--- src/rtl/firebird7_in_gate1_tessent_data_observe_tdr.sv ---
// IJTAG data register for the firebird7_in_gate1 mux: controls select/data,
// observes functional data and keeps a sticky per-bit toggle record.
module firebird7_in_gate1_tessent_data_observe_tdr #(
    parameter int unsigned WIDTH = 3
) (
    input  logic             ijtag_tck,
    input  logic             ijtag_reset,
    input  logic             ijtag_sel,
    input  logic             ijtag_ce,
    input  logic             ijtag_se,
    input  logic             ijtag_ue,
    input  logic             ijtag_si,
    output logic             ijtag_so,
    input  logic [WIDTH-1:0] functional_data_in,
    output logic             ijtag_select,
    output logic [WIDTH-1:0] ijtag_data_out
);

    localparam int unsigned L = 2 * WIDTH + 1;

    logic [L-1:0]     sr_q, sr_d;
    logic             upd_sel_q, upd_sel_d;
    logic [WIDTH-1:0] upd_data_q, upd_data_d;
    logic             so_q, so_d;
    logic [WIDTH-1:0] tog_q, tog_d;
    logic [WIDTH-1:0] prev_func_q, prev_func_d;
    logic [WIDTH-1:0] tog_now;

    always_comb begin
        // Includes a toggle seen on this very edge, so capture reports it.
        tog_now     = tog_q | (functional_data_in ^ prev_func_q);
        sr_d        = sr_q;
        upd_sel_d   = upd_sel_q;
        upd_data_d  = upd_data_q;
        so_d        = so_q;
        tog_d       = tog_now;
        prev_func_d = functional_data_in;

        if (ijtag_sel) begin
            if (ijtag_ce) begin
                sr_d  = {tog_now, functional_data_in, upd_sel_q};
                tog_d = '0;
            end else if (ijtag_se) begin
                sr_d = {ijtag_si, sr_q[L-1:1]};
                so_d = sr_q[0];
            end else if (ijtag_ue) begin
                upd_sel_d  = sr_q[0];
                upd_data_d = sr_q[WIDTH:1];
            end
        end
    end

    always_ff @(posedge ijtag_tck) begin
        if (ijtag_reset) begin
            sr_q        <= '0;
            upd_sel_q   <= 1'b0;
            upd_data_q  <= '0;
            so_q        <= 1'b0;
            tog_q       <= '0;
            prev_func_q <= functional_data_in;
        end else begin
            sr_q        <= sr_d;
            upd_sel_q   <= upd_sel_d;
            upd_data_q  <= upd_data_d;
            so_q        <= so_d;
            tog_q       <= tog_d;
            prev_func_q <= prev_func_d;
        end
    end

    assign ijtag_so       = so_q;
    assign ijtag_select   = upd_sel_q;
    assign ijtag_data_out = upd_data_q;

endmodule

--- config.mk ---
export PLATFORM = sky130hd
export DESIGN_NAME = firebird7_in_gate1_tessent_data_observe_tdr
export DESIGN_NICKNAME = d
export VERILOG_FILES = /design/src/rtl/firebird7_in_gate1_tessent_data_observe_tdr.sv
export SDC_FILE = /design/constraint.sdc
export NUM_CORES = 1
export LEC_CHECK = 0
export CAP_MARGIN = 25
export CORE_UTILIZATION = 32
export CTS_BUF_LIST = sky130_fd_sc_hd__clkbuf_8
export DETAILED_ROUTE_END_ITERATION = 8
export MAX_ROUTING_LAYER = met4
export PLACE_DENSITY = 0.62
export SYNTH_ARGS = -nofsm -noshare
export SYNTH_HDL_FRONTEND = slang
export SYNTH_SLANG_ARGS = --single-unit
--- constraint.sdc ---
create_clock -name ijtag_tck -period 1.3 [get_ports ijtag_tck]
set_input_delay 0.195 -clock ijtag_tck [delete_from_list [all_inputs] [get_ports ijtag_tck]]
set_output_delay 0.195 -clock ijtag_tck [all_outputs]
set_load 0.02 [all_outputs]
**Run 1: cells by drive strength**

Bar = 10 um.
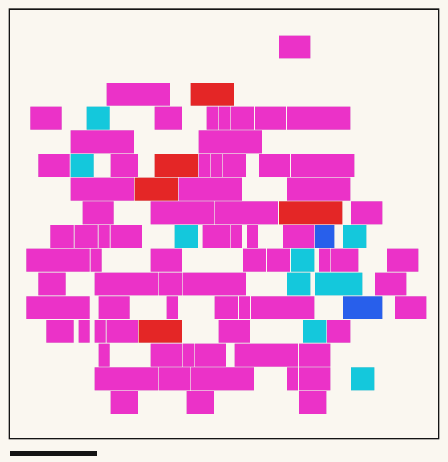
- cyan: _3 and _4 cells (cells 9; most used buf_4)
- red: _6 and larger (cells 5; most used clkbuf_8)
- magenta: _0 and _1 cells (cells 73; most used dfxtp_1)
- blue: _2 cells (cells 2)
setup slack after layout: 93.2 ps
Non-clock buffers: 23

**Run 1: sequential cells coloured by netlist name**

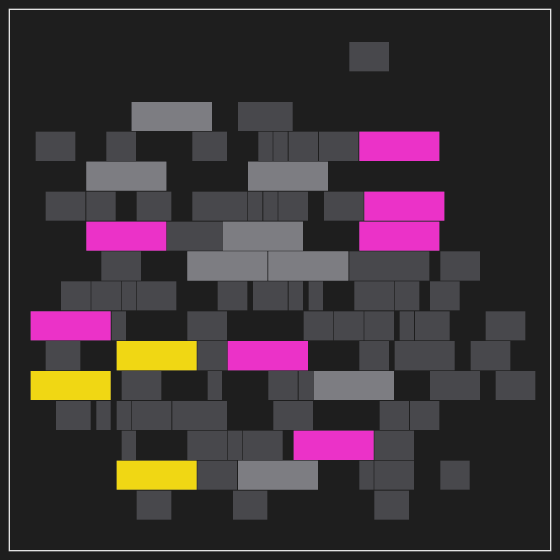
- magenta: `sr_q` (placed flops 7)
- yellow: `ijtag_data_out` (placed flops 3)
- not coloured: 8

**Run 1: clock distribution**

Bar = 10 um.
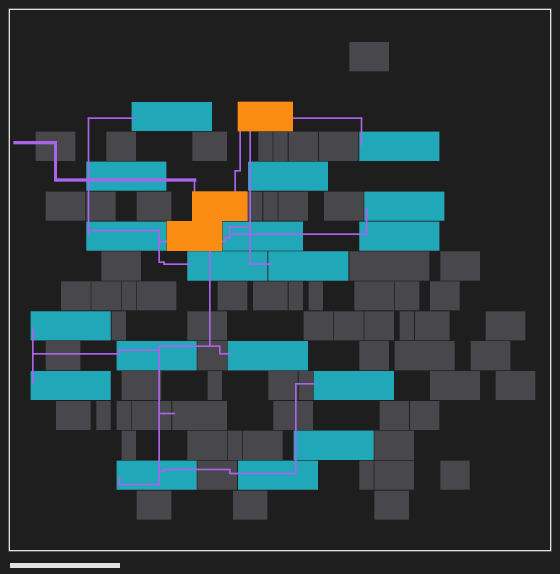
- orange: clock drivers (count 3)
- purple: clock wires (length 194 um)
- cyan: flip-flops (count 18)
- routed clock nets: 4

**Run 1: gate-type map**

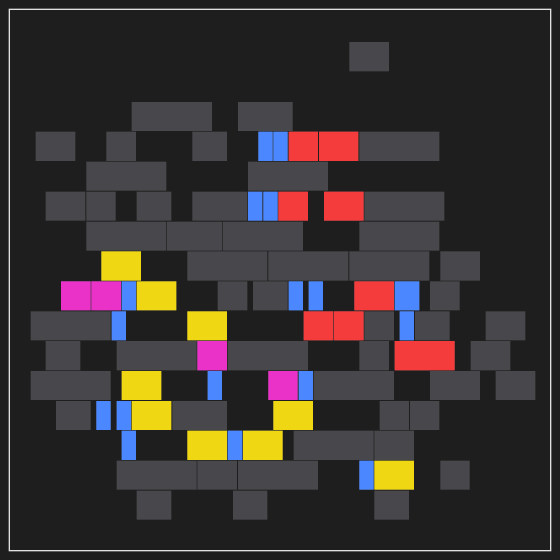
- yellow: mux cells (cells 9)
- blue: nor cells (cells 17)
- red: non-inverting ao/oa cells (cells 8; where centre)
- magenta: aoi and oai cells (cells 4)
combinational share of cell area: 32.3%
most numerous logic cell after layout: dfxtp_1

==> flow_metrics.py, run 1 <==
# Auto-generated metrics
metrics = {
    "run": {
        "warnings": 26,
        "drv_cap": 0,
    },
    "pwr": {
        "ir_drop_mv": 0.706,
        "clkPwrFrac_pct": 37.0,
        "p_clk_mw": 0.439,
        "p_sw_mw": 0.248,
    },
    "global_route": {
        "grtUsageMet3_pct": 3.12,
        "grt_max_degree": 11,
        "grt_pass1_wl_um": 2250,
    },
    "placed_design": {
        "io_buffers": 14,
    },
    "final_timing": {
        "whs_ps": 469,
        "rsz0062_at_grt": "false",
        "hold_viol": 0,
    },
    "clock_network": {
        "clock_path_buffers": 2,
        "cts_tree": "done",
        "htreeDepth": 1,
        "clock-sinks": 18,
        "hold_buffers": 0,
    },
    "synth": {
        "xor_share_pct": 3.70,
        "postSynthCellCount": 66,
        "yosys_warnings": 0,
    },
    "routing": {
        "firstDrtPassIters": 3,
        "wl_um": 1220,
        "routed.top_layer": "met3",
        "ant_nets": 0,
    },
    "layout": {
        "drive_gt1_share_pct": 18.0,
        "regMostFlops": "sr_q",
        "area_share_nonclk_buffers_pct": 21.8,
        "stdcell_count": 116,
    },
    "critical_path": {
        "end_kind": "register",
        "cpMaxStageDelayCell": "clkdlybuf4s50_1",
    },
    "die": {
        "die-area_um2": 2410,
    },
    "run_status": {
        "status": "completed",
    },
}
**Run 1: clock nets**

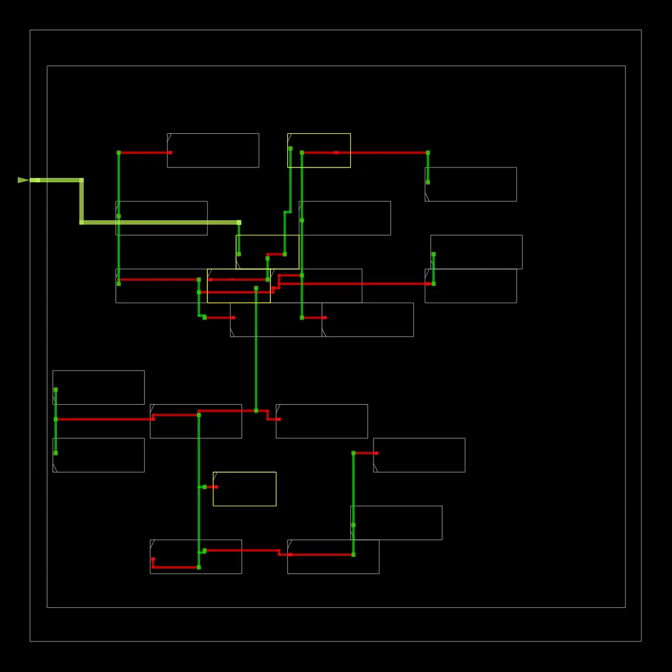

==> inputs of run 2 (changes only) <==
--- a/config.mk
+++ b/config.mk
@@ -13,2 +13,3 @@
 export PLACE_DENSITY = 0.62
+export SKIP_LAST_GASP = 1
 export SYNTH_ARGS = -nofsm -noshare
@@ -16 +17,2 @@
 export SYNTH_SLANG_ARGS = --single-unit
+export TNS_END_PERCENT = 10
--- a/constraint.sdc
+++ b/constraint.sdc
@@ -3,2 +3,2 @@
 set_output_delay 0.195 -clock ijtag_tck [all_outputs]
-set_load 0.02 [all_outputs]
+set_load 0.1 [all_outputs]
**Run 2: clock nets**

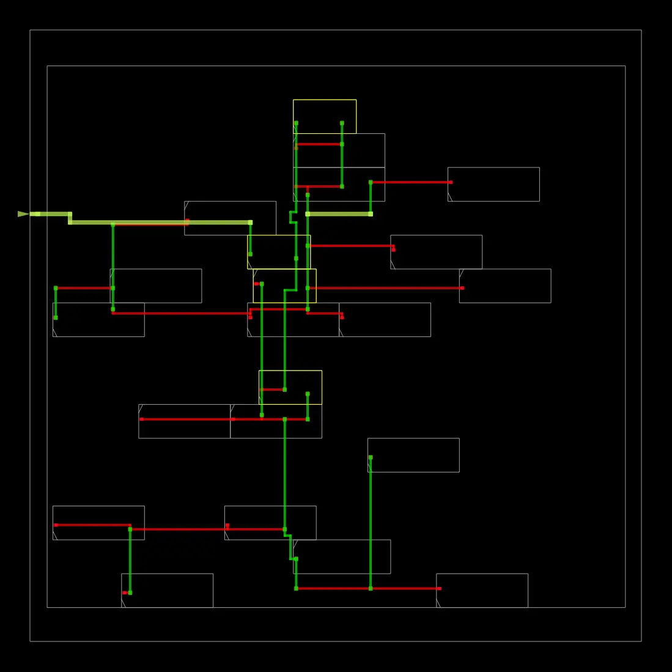
cts bufs inserted: 3
worst skew pair latency: 250 ps
clkbuf count: 4
flip-flops: 18

**Run 2: cells by drive strength**

Bar = 10 um.
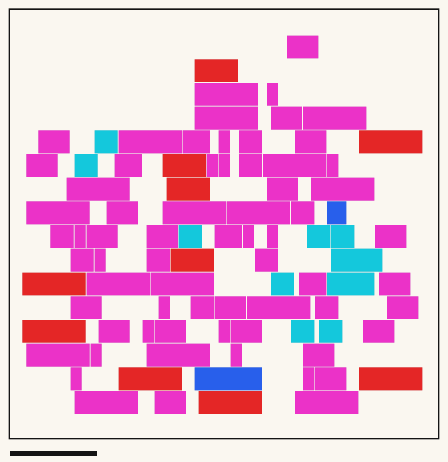
- blue: _2 cells (cells 2)
- magenta: _0 and _1 cells (cells 67; most used dfxtp_1)
- red: _6 and larger (cells 10; most used buf_12)
- cyan: _3 and _4 cells (cells 10; most used buf_4)

==> flow_metrics.py, run 2 <==
# Auto-generated metrics
metrics = {
    "run_status": {
        "status": "completed",
    },
    "critical_path": {
        "end_kind": "register",
    },
    "clock_network": {
        "clock-sinks": 18,
        "htreeDepth": 1,
        "hold_buffers": 0,
        "clock_path_buffers": 2,
    },
    "global_route": {
        "grt_pass1_wl_um": 2280,
        "grtUsageMet3_pct": 3.12,
    },
    "layout": {
        "regMostFlops": "sr_q",
        "sh_comb_area_pct": 30.8,
        "area_share_nonclk_buffers_pct": 26.0,
        "drive_gt1_share_pct": 24.7,
        "buffers_excl_clock": 23,
    },
    "pwr": {
        "clkPwrFrac_pct": 37.1,
        "p_sw_mw": 0.275,
        "ir_drop_mv": 0.548,
    },
    "synth": {
        "xor_share_pct": 3.70,
        "yosys_warnings": 0,
        "postSynthCellCount": 66,
    },
    "final_timing": {
        "whs_ps": 491,
        "rsz0062_at_grt": "false",
    },
    "routing": {
        "routed.top_layer": "met3",
        "ant_nets": 0,
        "wl_um": 1320,
        "firstDrtPassIters": 2,
    },
    "run": {
        "drv_cap": 0,
        "warnings": 26,
    },
    "placed_design": {
        "io_buffers": 14,
    },
    "die": {
        "die-area_um2": 2410,
    },
}
Power is estimated from default activity; no workload was simulated.
